$ cat src/rtl/vga_frame_capture.sv
// VGA frame capture: samples a VGA sync/RGB stream on pixel strobes, rebuilds
// pixel coordinates from the sync edges and writes one rectangular window of a
// single frame into block RAM, packed 8 pixels per 96-bit word.
module vga_frame_capture #(
    parameter int H_BACK    = 48,
    parameter int V_BACK    = 31,
    parameter int WIN_X0    = 100,
    parameter int WIN_Y0    = 100,
    parameter int WIN_W     = 160,
    parameter int WIN_H     = 115,
    parameter int BASE_ADDR = 0
) (
    input  logic        clock,
    input  logic        reset,
    input  logic        pix_en,
    input  logic        hsync,
    input  logic        vsync,
    input  logic [3:0]  red,
    input  logic [3:0]  green,
    input  logic [3:0]  blue,
    input  logic        start,
    output logic        wea,
    output logic [14:0] addra,
    output logic [95:0] dina,
    output logic        busy,
    output logic        done,
    output logic        frame_err
);

    localparam int WORDS = WIN_W * WIN_H / 8;
    localparam int WCW   = $clog2(WORDS + 1);
    localparam logic [WCW-1:0] LAST_WORD = WCW'(WORDS - 1);
    // Window bounds expressed directly in raw counter units, so negative
    // coordinates (counter below the back porch) can never match.
    localparam int unsigned X_LO = H_BACK + WIN_X0;
    localparam int unsigned X_HI = X_LO + WIN_W;
    localparam int unsigned Y_LO = V_BACK + WIN_Y0;
    localparam int unsigned Y_HI = Y_LO + WIN_H;
    localparam logic [14:0] BASE = 15'(BASE_ADDR);

    typedef enum logic [1:0] {IDLE, WAIT_VS, CAPTURE, DONE} state_e;

    state_e      state_q, state_d;
    logic        hs_prev_q, hs_prev_d, vs_prev_q, vs_prev_d;
    logic [9:0]  h_cnt_q, h_cnt_d, v_cnt_q, v_cnt_d;
    logic [2:0]  slot_q, slot_d;
    logic [95:0] word_q, word_d;
    logic [WCW-1:0] wcnt_q, wcnt_d;
    logic [14:0] addra_q, addra_d;
    logic [95:0] dina_q, dina_d;
    logic        wea_q, wea_d;
    logic        busy_q, busy_d, done_q, done_d, err_q, err_d;
    logic        hs_rise, vs_rise, in_win;
    logic [11:0] pixel;

    // Sync edge detection and coordinate counters; a pixel's coordinate is the
    // counter value as updated on the strobe that samples it.
    always_comb begin
        hs_rise   = pix_en & hsync & ~hs_prev_q;
        vs_rise   = pix_en & vsync & ~vs_prev_q;
        hs_prev_d = pix_en ? hsync : hs_prev_q;
        vs_prev_d = pix_en ? vsync : vs_prev_q;
        h_cnt_d   = h_cnt_q;
        v_cnt_d   = v_cnt_q;
        if (pix_en) begin
            if (hs_rise)                h_cnt_d = '0;
            else if (h_cnt_q != 10'h3FF) h_cnt_d = h_cnt_q + 10'd1;
            if (vs_rise)                            v_cnt_d = '0;
            else if (hs_rise && v_cnt_q != 10'h3FF) v_cnt_d = v_cnt_q + 10'd1;
        end
        in_win = pix_en &&
                 32'(h_cnt_d) >= X_LO && 32'(h_cnt_d) < X_HI &&
                 32'(v_cnt_d) >= Y_LO && 32'(v_cnt_d) < Y_HI;
    end

    // Capture control: arm, wait for a fresh frame, pack pixels, emit words.
    always_comb begin
        state_d = state_q;
        slot_d  = slot_q;
        word_d  = word_q;
        wcnt_d  = wcnt_q;
        addra_d = addra_q;
        dina_d  = dina_q;
        wea_d   = 1'b0;
        err_d   = err_q;
        pixel   = {red, green, blue};
        case (state_q)
            IDLE, DONE: begin
                if (start) begin
                    state_d = WAIT_VS;
                    err_d   = 1'b0;
                    slot_d  = '0;
                    wcnt_d  = '0;
                    addra_d = BASE;
                end
            end
            WAIT_VS: begin
                if (vs_rise) state_d = CAPTURE;
            end
            CAPTURE: begin
                // Address moves on the cycle after each write.
                if (wea_q) begin
                    addra_d = addra_q + 15'd1;
                    wcnt_d  = wcnt_q + WCW'(1);
                end
                if (wea_q && wcnt_q == LAST_WORD) begin
                    state_d = DONE;
                end else if (vs_rise) begin
                    // Frame ended early: drop the partial word and give up.
                    state_d = IDLE;
                    err_d   = 1'b1;
                    slot_d  = '0;
                end else if (in_win) begin
                    for (int s = 0; s < 8; s++)
                        if (slot_q == 3'(s)) word_d[12*s +: 12] = pixel;
                    slot_d = slot_q + 3'd1;
                    if (slot_q == 3'd7) begin
                        wea_d  = 1'b1;
                        dina_d = word_d;
                    end
                end
            end
            default: state_d = IDLE;
        endcase
        busy_d = (state_d == WAIT_VS) || (state_d == CAPTURE);
        done_d = (state_d == DONE);
    end

    // All state and registered outputs; reset kills any write in flight.
    always_ff @(posedge clock or negedge reset) begin
        if (!reset) begin
            state_q   <= IDLE;
            hs_prev_q <= 1'b0;
            vs_prev_q <= 1'b0;
            h_cnt_q   <= '0;
            v_cnt_q   <= '0;
            slot_q    <= '0;
            word_q    <= '0;
            wcnt_q    <= '0;
            addra_q   <= BASE;
            dina_q    <= '0;
            wea_q     <= 1'b0;
            busy_q    <= 1'b0;
            done_q    <= 1'b0;
            err_q     <= 1'b0;
        end else begin
            state_q   <= state_d;
            hs_prev_q <= hs_prev_d;
            vs_prev_q <= vs_prev_d;
            h_cnt_q   <= h_cnt_d;
            v_cnt_q   <= v_cnt_d;
            slot_q    <= slot_d;
            word_q    <= word_d;
            wcnt_q    <= wcnt_d;
            addra_q   <= addra_d;
            dina_q    <= dina_d;
            wea_q     <= wea_d;
            busy_q    <= busy_d;
            done_q    <= done_d;
            err_q     <= err_d;
        end
    end

    assign wea       = wea_q;
    assign addra     = addra_q;
    assign dina      = dina_q;
    assign busy      = busy_q;
    assign done      = done_q;
    assign frame_err = err_q;

endmodule

$ cat config.mk
export PLATFORM = sky130hd
export DESIGN_NAME = vga_frame_capture
export DESIGN_NICKNAME = d
export VERILOG_FILES = /design/src/rtl/vga_frame_capture.sv
export SDC_FILE = /design/constraint.sdc
export NUM_CORES = 1
export LEC_CHECK = 0
export ABC_AREA = 1
export CAP_MARGIN = 40
export CORE_MARGIN = 10
export CORE_UTILIZATION = 45
export DETAILED_ROUTE_END_ITERATION = 8
export GPL_ROUTABILITY_DRIVEN = 0
export GPL_TIMING_DRIVEN = 0
export HOLD_SLACK_MARGIN = 0.02
export PLACE_DENSITY_LB_ADDON = 0.2
export SLEW_MARGIN = 10
export SYNTH_ARGS = -nofsm -noshare
export SYNTH_HDL_FRONTEND = slang
export SYNTH_SLANG_ARGS = --single-unit
export TNS_END_PERCENT = 50
$ cat constraint.sdc
create_clock -name clock -period 2.3 [get_ports clock]
set_input_delay 0.46 -clock clock [delete_from_list [all_inputs] [get_ports clock]]
set_output_delay 0.46 -clock clock [all_outputs]
set_load 0.01 [all_outputs]
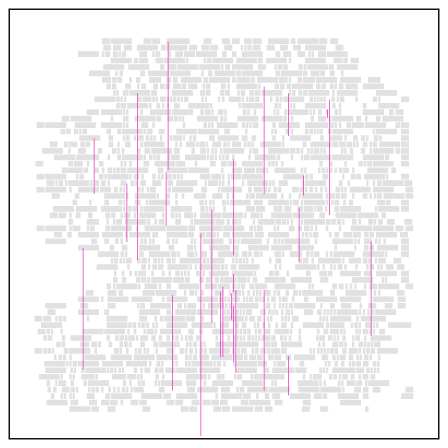
Run 1: signal wires on met4
Cells faint in the background.
longest straight run: 85.0 um
main direction: vertical
wire length on this layer: 833 um
share of all routed wire: 2.5%
Total Wirelength: 33,820 um
total via count after detailed routing: 10,550

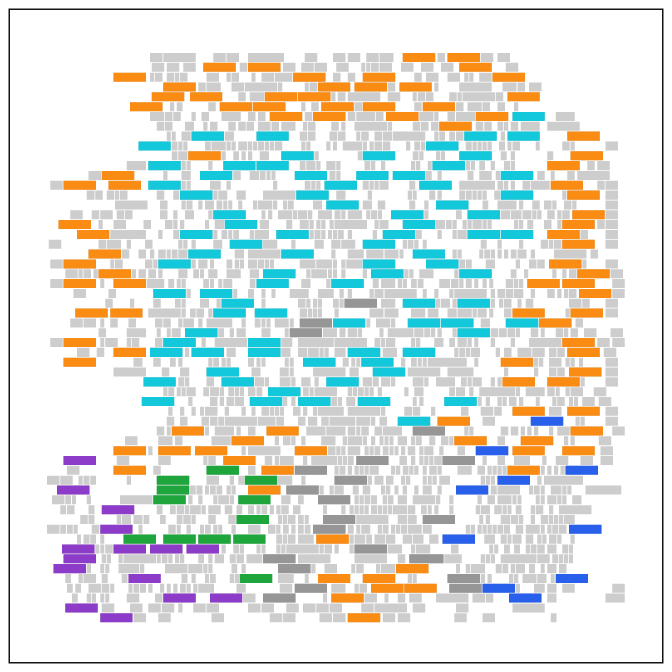
Run 1: where the registers sit
Other sequential cells in the stronger grey, the rest of the logic in the fainter grey.
| colour | name in the netlist | placed flops |
|---|---|---|
| blue | h_cnt_q | 10 |
| cyan | word_q | 84 |
| green | wcnt_q | 12 |
| orange | dina | 96 |
| purple | addra | 15 |
not coloured: 21

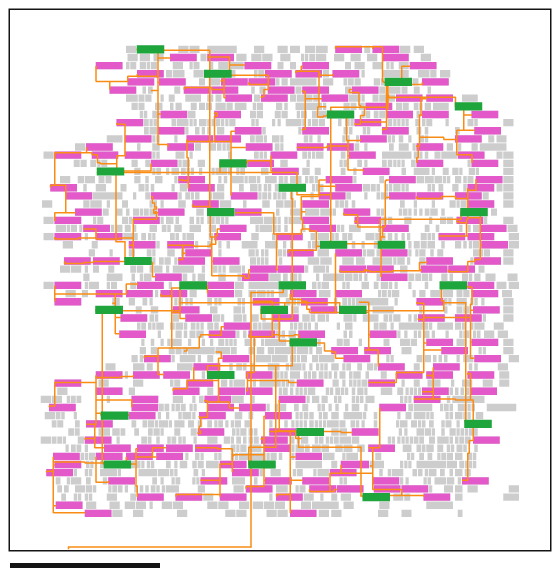
Run 1: clock wires, drivers and flops
Scale bar: 50 um.
[green] clock drivers | count: 27
[orange] clock wires | length: 3,130 um
[magenta] flip-flops | count: 238
flops lie: widely spread

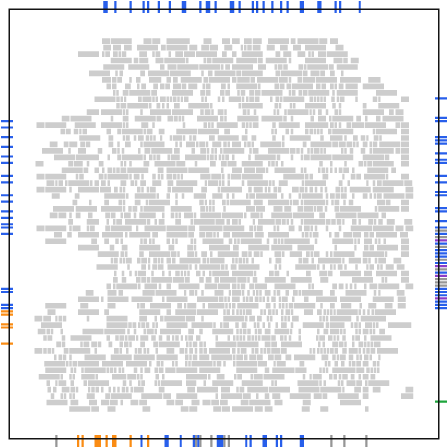
Run 1: pin placement
Pins as bars across the die edge, other pins in grey.
| colour | port | pins | direction | edge |
|---|---|---|---|---|
| purple | green | 4 | input | right |
| green | reset | 1 | input | right |
| blue | dina | 96 | output | 30 top, 30 right, 19 left, 17 bottom |
| orange | addra | 15 | output | 10 bottom, 5 left |
Die Y-Extent: 180.4 um
width of the die: 180.4 um

==> reports/qor.tcl, run 1 <==
set qor(timing_worst_setup_path_type) {in -> reg}
set qor(n_all_buffers) 260
set qor(outcome) {complete, but fails checks}
set qor(logic_share_of_the_area_pct) 33.25
set qor(logic_area_sq_mm) 0.005253
set qor(final_min_period_over_clock_period_pct) 112.2
set qor(flop_cell) {sky130_fd_sc_hd__dfrtp_1}
set qor(setup.worst_path.start_class) {input pin}
set qor(synthDistinctLibCells) 36
set qor(antenna_violations_before_repair) 0
set qor(finalWorstSetupSlack_ns) -0.2801
set qor(non_clock_buffer_area_share_pct) 16.98
set qor(num-nonclk-inverters) 165
set qor(worstSetupEndpointType) {flop}
set qor(filler_cell_count) 2146
set qor(edf_count) 0
set qor(power_density_mw_per_mm2) 668.0
set qor(area_delta_synth_final_pct) 36.39
set qor(area_share_clock_buf_inv_pct) 5.513
set qor(chip_area_sq_mm) 0.03255
set qor(met1_demand_to_capacity_share_in_global_routing_pct) 27.27
set qor(critical_path.cell_chain) {clkdlybuf4s50_1 -> nand2_1 -> nor2_2 -> inv_1 -> nand3_1 -> nor2_1 -> nand3_1 -> nand3_2 -> nor2_4 -> buf_6 -> buf_12 -> buf_8 -> nand4_1 -> nand2_1}
set qor(layout-drive-gt1-share_pct) 18.66
set qor(p_leak_uw) 0.007912
set qor(final.hold.worst_slack_ns) 0.2876
set qor(vias_in_the_first_global_route) 10380
set qor(ys_area_sq_mm) 0.01158
set qor(global_route_wire_length_before_repair_um) 54900
set qor(initCoreUtil_pct) 45.86
set qor(cts_made_buffers) 27
set qor(timing.critical_path.required_ns) 2.77
set qor(numSynthFlops) 238
set qor(synth_stat.cells) 1445
set qor(clock_tree.buffer_depth) 3
set qor(cts_tree) {yes}
set qor(drtPass1Iterations) 6
set qor(crit_path_start) {vsync}
set qor(grt_met2_use_pct) 31.93
set qor(core_area_sq_mm) 0.02525
set qor(drv_cap) 0
set qor(topCellsByArea) {sky130_fd_sc_hd__dfrtp_1, sky130_fd_sc_hd__nand2_1, sky130_fd_sc_hd__nand4_1}
set qor(worst-endpoint-arrival_ns) 3.05
set qor(lay_top_cells) {sky130_fd_sc_hd__nand2_1, sky130_fd_sc_hd__dfrtp_1, sky130_fd_sc_hd__inv_1, sky130_fd_sc_hd__clkdlybuf4s50_1, sky130_fd_sc_hd__nand4_1}
set qor(cts.repair_timing.setup_buffer_count) 25
set qor(seqCellArea_sq_mm) 0.005957
set qor(vdd.ir_drop.worst_mv) 0.3961
set qor(number_of_sinks_on_the_clock_net) 238
set qor(place.detailed.hpwl_um) 22060
set qor(seq_area_share_pct) 37.71
set qor(most_frequent_cell_after_synthesis) {sky130_fd_sc_hd__nand2_1}
set qor(cts_hold_repair.buffers) 1
set qor(worst_r2r_path_depth) 18
set qor(worst_setup_hold_path_clk_slew_ns) 0.06
set qor(synthCells) 1445
set qor(post_cts.resized_instances) 162
set qor(floorplan.nets) 1476
set qor(worst-path-max-fanout) 8
set qor(crit_path_top_delay_cell) {sky130_fd_sc_hd__clkdlybuf4s50_1}
set qor(final.setup.tns_ns) -40.57
set qor(nClkBuffers) 39
set qor(setup_viol_count_final) 185
set qor(antenna_left) 0
set qor(timing.final.crit_period_ns) 2.580
set qor(tool_warnings) 36
set qor(routedWlPerCell_um) 16.89
set qor(register_to_register_setup_slack_ns) -0.28
set qor(ys_async_sr_fraction_pct) 100.0
set qor(flops) 238
set qor(violations) {setup timing}
set qor(top_cells_by_count) {sky130_fd_sc_hd__nand2_1, sky130_fd_sc_hd__dfrtp_1, sky130_fd_sc_hd__inv_1}
set qor(holdCritPathClass) {in -> reg}
set qor(postSynthAreaPerCell_sq_um) 8.015
set qor(rows) 58
set qor(layout_top_cell) {sky130_fd_sc_hd__nand2_1}
set qor(critPathTopFamily) {simple AND/OR/NAND/NOR gates}
set qor(pin_count) 133
set qor(r2r_end) {dina[83]}
set qor(worstPathBufferInverterCount) 5
set qor(clock_root_buffer) {sky130_fd_sc_hd__clkbuf_16}
set qor(layout.comb_gates.multi_input) 961
set qor(worstSetupEndpoint) {dina[83]}
set qor(drt_iter0_markers) 802
set qor(hold_violations) 0
set qor(layout.cells.largest_class) {sequential cells}
set qor(timing.fmax_ghz) 0.3876
set qor(quantity_of_i_o_buffers_inserted_on_ports) 131
set qor(floorplan.tapcells) 330
set qor(viasPerCell) 5.268
set qor(detail_route.drc_violations) 0
set qor(final_layout_net_count) 1684
set qor(reg2reg_from) {v_cnt_q[0]}
set qor(gr-usage-all-layers_pct) 20.02
set qor(grt_use_met3_pct) 3.795
set qor(pin_count_of_the_biggest_net_entering_global_routing) 108
set qor(grt_overflow_total) 0
set qor(slew_at_the_pin_with_the_worst_max_slew_slack_ns) 0.6793
set qor(maxSlewViolCount) 0
-- run 1: sequential cells by signal, indices dropped and copies added, names as in the netlist --
signal,count
wea,1
addra,15
done,1
dina,96
slot_q,3
v_cnt_q,10
h_cnt_q,10
frame_err,1
state_q,2
wcnt_q,12
word_q,84
hs_prev_q,1
vs_prev_q,1
busy,1
-- run 1: cells by family after synthesis --
logic type      count (synthesis)  synth area share [%]
fa+ha+maj                      13                 1.405
buf+inv                       246                 8.557
xor+xnor                        4                0.3026
simple gates                  731                 27.31
compound gates                213                 11.00
flops                         238                 51.43
-- run 1: routing by layer --
metal | share of wire, % | vias up | wire, um
met4 | 2.5 | 0 | 833
met1 | 44 | 5054 | 14840
met2 | 47 | 315 | 15900
li1 | - | 5118 | -
met5 | 0 | - | 0
met3 | 6.6 | 60 | 2240
-- run 1: metrics by stage --
stage / power (uW) / setup slack [ns] / area (sq um) / utilization (%) / std cells
finish: 10550 / -0.2801 / 15800 / 62.54 / 2002
global route: 11030 / -0.4394 / 15800 / 62.54 / 2002
CTS: 10530 / -0.2615 / 15160 / 60.01 / 1988
detailed placement: 6004 / -1.202 / 13390 / 53.01 / 1908
global placement: 5959 / -9.657 / 13330 / 52.77 / 1906
floorplan: 5449 / -0.04167 / 11600 / - / 1445
-- run 1: worst min-delay path by stage --
stage | from | to | slack [ns]
6_report | pix_en | hs_prev_q | 0.29
3_3_place_gp | dina[49] | dina[49] | 0.45
4_1_cts | pix_en | hs_prev_q | 0.26
3_5_place_dp | reset | h_cnt_q[1] | 0.38
2_1_floorplan | reset | addra[0] | 0.16
5_1_grt | pix_en | hs_prev_q | 0.30
-- run 1: where the power goes --
group	switching, uW	internal, uW	total, uW
clock	1710	2530	4240
sequential	157	4360	4520
combinational	1150	642	1790
==> inputs of run 2 (changes only) <==
- CORE_UTILIZATION: 45 -> 24
==> run 2 against run 1 <==
Compared with the run above: the flow still finishes with violations (setup timing); critical path depth rose by 4; critical path type is now reg -> reg; combinational power is 9% higher; non-clock buffer count grew 13; area after synthesis did not move; setup slack worse by 0.14 ns; synthesized cell count unchanged; worst hold slack got worse by 0.025 ns; largest power group is now clock; sequential share of layout area down 0.88 points.
==> reports/qor.tcl, run 2 <==
set qor(worst-endpoint-arrival_ns) 3.22 ;# was 3.05 ns
set qor(quantity_of_i_o_buffers_inserted_on_ports) 131 ;# unchanged
set qor(viasPerCell) 4.540 ;# was 5.268
set qor(drv_cap) 0 ;# unchanged
set qor(slew_at_the_pin_with_the_worst_max_slew_slack_ns) 0.7012 ;# was 0.6793 ns
set qor(antenna-diode-count) 0 ;# unchanged
set qor(edf_count) 0 ;# unchanged
set qor(p_sw_share_pct) 29.38 ;# was 28.56%
set qor(final.hold.worst_slack_ns) 0.2621 ;# was 0.2876 ns
set qor(critPathTopFamily) {simple AND/OR/NAND/NOR gates} ;# unchanged
set qor(setup_viol_count_final) 185 ;# unchanged
set qor(final.setup.tns_ns) -60.35 ;# was -40.57 ns
set qor(ys_async_sr_fraction_pct) 100.0 ;# unchanged
set qor(vias_in_the_first_global_route) 10350 ;# was 10,380
set qor(finalWorstSetupSlack_ns) -0.4175 ;# was -0.2801 ns
set qor(numSynthFlops) 238 ;# unchanged
set qor(ys_sh_adder_pct) 1.404 ;# unchanged
set qor(setup.worst_path.start_class) {flop} ;# was input pin
set qor(layout-drive-gt1-share_pct) 16.09 ;# was 18.66%
set qor(yosys-mux-area-fraction_pct) 0 ;# unchanged
set qor(most_frequent_cell_after_synthesis) {sky130_fd_sc_hd__nand2_1} ;# unchanged
set qor(worstPathBufferInverterCount) 5 ;# unchanged
set qor(outcome) {complete, but fails checks} ;# unchanged
set qor(logic_area_sq_mm) 0.005070 ;# was 0.005253 sq mm
set qor(clockPowerShare_pct) 42.0 ;# was 40.2%
set qor(fin_worst_skew_ns) 0.01966 ;# was 0.01049 ns
set qor(final_layout_net_count) 1699 ;# was 1,684
set qor(detail_route.drc_violations) 0 ;# unchanged
set qor(pin_count) 133 ;# unchanged
set qor(worst_setup_hold_path_clk_slew_ns) 0.06 ;# about the same
set qor(violations) {setup timing} ;# unchanged
set qor(synthesis.area_sq_mm) 0.01158 ;# unchanged
set qor(cts.repair_timing.setup_buffer_count) 37 ;# was 25
set qor(antenna_violations_before_repair) 0 ;# unchanged
set qor(cp_num_cells) 18 ;# was 14
set qor(floorplan.nets) 1476 ;# unchanged
set qor(maxSlewViolCount) 0 ;# unchanged
set qor(clock_tree.buffer_depth) 3 ;# unchanged
set qor(synthDistinctLibCells) 36 ;# unchanged
set qor(critical_path.cell_chain) {ha_4 -> nand2_4 -> nor2_4 -> nand3_4 -> nand2_8 -> buf_4 -> xor2_1 -> nor2_1 -> nand2_1 -> nand3_2 -> nand3_2 -> nor2_4 -> buf_6 -> buf_6 -> buf_12 -> buf_8 -> nand4_1 -> nand2_1} ;# was clkdlybuf4s50_1 -> nand2_1 -> nor2_2 -> inv_1 -> nand3_1 -> nor2_1 -> nand3_1 -> nand3_2 -> nor2_4 -> buf_6 -> buf_12 -> buf_8 -> nand4_1 -> nand2_1
set qor(place.detailed.hpwl_um) 25890 ;# was 22,060 um
set qor(cellInternalPower_uw) 7874 ;# was 7538 uW
set qor(routedWlPerCell_um) 17.00 ;# was 16.89 um
set qor(top_cells_by_count) {sky130_fd_sc_hd__nand2_1, sky130_fd_sc_hd__dfrtp_1, sky130_fd_sc_hd__inv_1} ;# unchanged
set qor(global_route_wire_length_before_repair_um) 60530 ;# was 54,900 um
set qor(netlist.top_cell.by_area) {sky130_fd_sc_hd__dfrtp_1} ;# unchanged
set qor(grt_setup_unrepaired) {true} ;# unchanged
set qor(timing.fmax_ghz) 0.3680 ;# was 0.3876 GHz
set qor(power_density_mw_per_mm2) 689.3 ;# was 668.0 mW/mm^2
set qor(clock_root_buffer) {sky130_fd_sc_hd__clkbuf_16} ;# unchanged
set qor(post-synth-top-area-fraction_pct) 51.43 ;# unchanged
set qor(seq_area_frac_synth_pct) 51.43 ;# unchanged
set qor(later_pin_clock_latency_in_the_skew_report_ns) 0.57 ;# was 0.53 ns
set qor(number_of_sinks_on_the_clock_net) 238 ;# unchanged
set qor(ys_top_logic_family) {simple AND/OR/NAND/NOR gates} ;# unchanged
set qor(flop_cell) {sky130_fd_sc_hd__dfrtp_1} ;# unchanged
set qor(core_area_sq_mm) 0.04775 ;# was 0.02525 sq mm
set qor(htreeDepth) 1 ;# unchanged
set qor(timing.final.crit_period_ns) 2.717 ;# was 2.580 ns
set qor(placedInstanceArea_sq_mm) 0.01374 ;# was 0.01339 sq mm
set qor(yosysWarningCount) 0 ;# unchanged
set qor(timing_worst_setup_path_type) {reg -> reg} ;# was in -> reg
set qor(worst_r2r_path_depth) 18 ;# unchanged
set qor(synth_stat.cells) 1445 ;# unchanged
set qor(crit_path_top_delay_cell) {sky130_fd_sc_hd__dfrtp_2} ;# was sky130_fd_sc_hd__clkdlybuf4s50_1
set qor(p_leak_uw) 0.008009 ;# was 0.007912 uW
set qor(hold_violations) 0 ;# unchanged
set qor(dieHeight_um) 239.7 ;# was 180.4 um
set qor(lay_top_cells) {sky130_fd_sc_hd__nand2_1, sky130_fd_sc_hd__dfrtp_1, sky130_fd_sc_hd__inv_1, sky130_fd_sc_hd__clkdlybuf4s50_1, sky130_fd_sc_hd__nand4_1} ;# unchanged
set qor(tool_warnings) 36 ;# unchanged
set qor(power_frac_seq_pct) 40.5 ;# was 42.8%
set qor(filler_cell_count) 4921 ;# was 2,146
set qor(cts_tree) {yes} ;# unchanged
set qor(min_delay_path_depth) 2 ;# was 3
set qor(grt_overflow_total) 0 ;# unchanged
set qor(timing.critical_path.required_ns) 2.80 ;# was 2.77 ns
set qor(comb_power_share_pct) 17.5 ;# was 17.0%
set qor(rows) 80 ;# was 58
set qor(number_of_flip_flops_under_the_largest_register_name) 96 ;# unchanged
set qor(worst-path-max-fanout) 7 ;# was 8
set qor(post_synth_and_or_nand_nor_area_fraction_pct) 27.31 ;# unchanged
set qor(synthCells) 1445 ;# unchanged
set qor(topCellsByArea) {sky130_fd_sc_hd__dfrtp_1, sky130_fd_sc_hd__nand2_1, sky130_fd_sc_hd__nand4_1} ;# unchanged
set qor(slew_headroom_pct) 53.20 ;# was 54.72%
set qor(dp_slack_ns) -1.413 ;# was -1.202 ns
set qor(cts_hold_repair.buffers) 1 ;# unchanged
set qor(net-switching-power_uw) 3275 ;# was 3013 uW
set qor(pin_count_of_the_biggest_net_entering_global_routing) 102 ;# was 108
set qor(cp_peak_stage_delay_ns) 0.42 ;# was 0.46 ns
set qor(drtPass1Iterations) 5 ;# was 6
set qor(final_min_period_over_clock_period_pct) 118.2 ;# was 112.2%
set qor(seqCellArea_sq_mm) 0.005958 ;# was 0.005957 sq mm
set qor(cts_made_buffers) 29 ;# was 27
set qor(synth_xor_xnor_area_share_pct) 0.3025 ;# unchanged
set qor(antenna_left) 0 ;# unchanged
set qor(aoi_share_pct) 11.00 ;# unchanged
set qor(holdCritPathClass) {in -> reg} ;# unchanged
set qor(worstSetupEndpointType) {flop} ;# unchanged
set qor(finalInstanceArea_sq_mm) 0.01618 ;# was 0.01580 sq mm
set qor(postSynthAreaPerCell_sq_um) 8.015 ;# unchanged
set qor(post_cts.resized_instances) 140 ;# was 162
set qor(area_delta_synth_final_pct) 39.67 ;# was 36.39%
set qor(ys_area_sq_mm) 0.01158 ;# unchanged
set qor(initCoreUtil_pct) 24.26 ;# was 45.86%
set qor(width_of_the_die_um) 239.7 ;# was 180.4 um
set qor(vdd.ir_drop.worst_mv) 0.5123 ;# was 0.3961 mV
set qor(drt_iter0_markers) 659 ;# was 802
set qor(layout_top_cell) {sky130_fd_sc_hd__nand2_1} ;# unchanged
set qor(chip_area_sq_mm) 0.05744 ;# was 0.03255 sq mm
[run 2: cell counts after synthesis]
Identical to the previous run, type by type.
[run 2: power by group through the flow]
stage | registers (uW) | clock network [uW] | logic [uW]
floorplan | 4560 | 0 | 891
global placement | 4580 | 0 | 1430
detailed placement | 4580 | 0 | 1470
CTS | 4510 | 4830 | 1750
global route | 4530 | 4980 | 2180
finish | 4510 | 4690 | 1950
[run 2: cell type report]
type / instances / share of cell area, %
clock buffer: 44 / 5.515
clock inverter: 10 / 0.5415
multi-input combinational: 961 / 31.34
buffer: 80 / 4.200
tap: 615 / 4.757
timing repair buffer: 193 / 12.96
sequential: 238 / 36.83
inverter: 165 / 3.844
[run 2: metrics by stage]
stage / power, uW / util, % / cells
3_3_place_gp: 6017 / 28.66 / 2191
3_5_place_dp: 6047 / 28.78 / 2193
2_1_floorplan: 5449 / - / 1445
4_1_cts: 11090 / 32.60 / 2287
5_1_grt: 11700 / 33.88 / 2306
6_report: 11150 / 33.88 / 2306
[run 2: path summary, 6_finish.rpt]
| kind | startpoint | endpoint | slack (ns) |
|---|---|---|---|
| setup / recovery | v_cnt_q[0] | dina[83] | -0.42 |
| hold / removal | pix_en | h_cnt_q[2] | 0.26 |
| setup reg to reg | v_cnt_q[0] | dina[83] | -0.42 |
| hold reg to reg | dina[89] | dina[89] | 0.47 |
| max in group asynchronous | reset | dina[38] | 0.62 |
| min in group asynchronous | reset | addra[14] | 0.41 |
[run 2: per-layer routing]
metal	vias to the layer above	track usage [%]	wire, um
met1	5076	18.24	18590
met5	-	0	0
met4	0	3.859	830
met3	45	2.425	2047
met2	196	20.86	17730
li1	5152	-	-
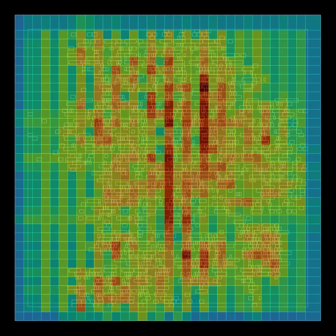
Run 2: track usage over the die
met1 demand-to-capacity share in global routing: 18.24%
routing usage on met3: 2.425%
peak-usage layer in the global routing report: met2
total track usage: 13.29%
Final Util: 33.88%

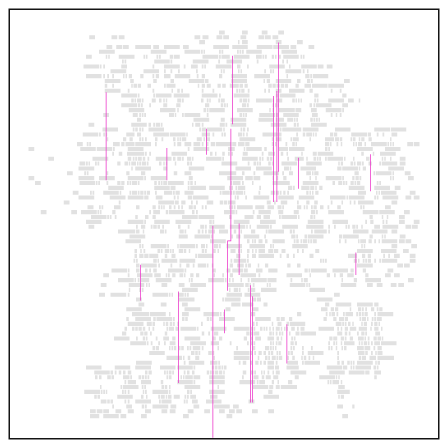
Run 2: signal wires on met4
Cells faint in the background.
total via count after detailed routing: 10,470
Total Wirelength: 39,200 um

No activity file was given, so power comes from the tool's default toggle rates.
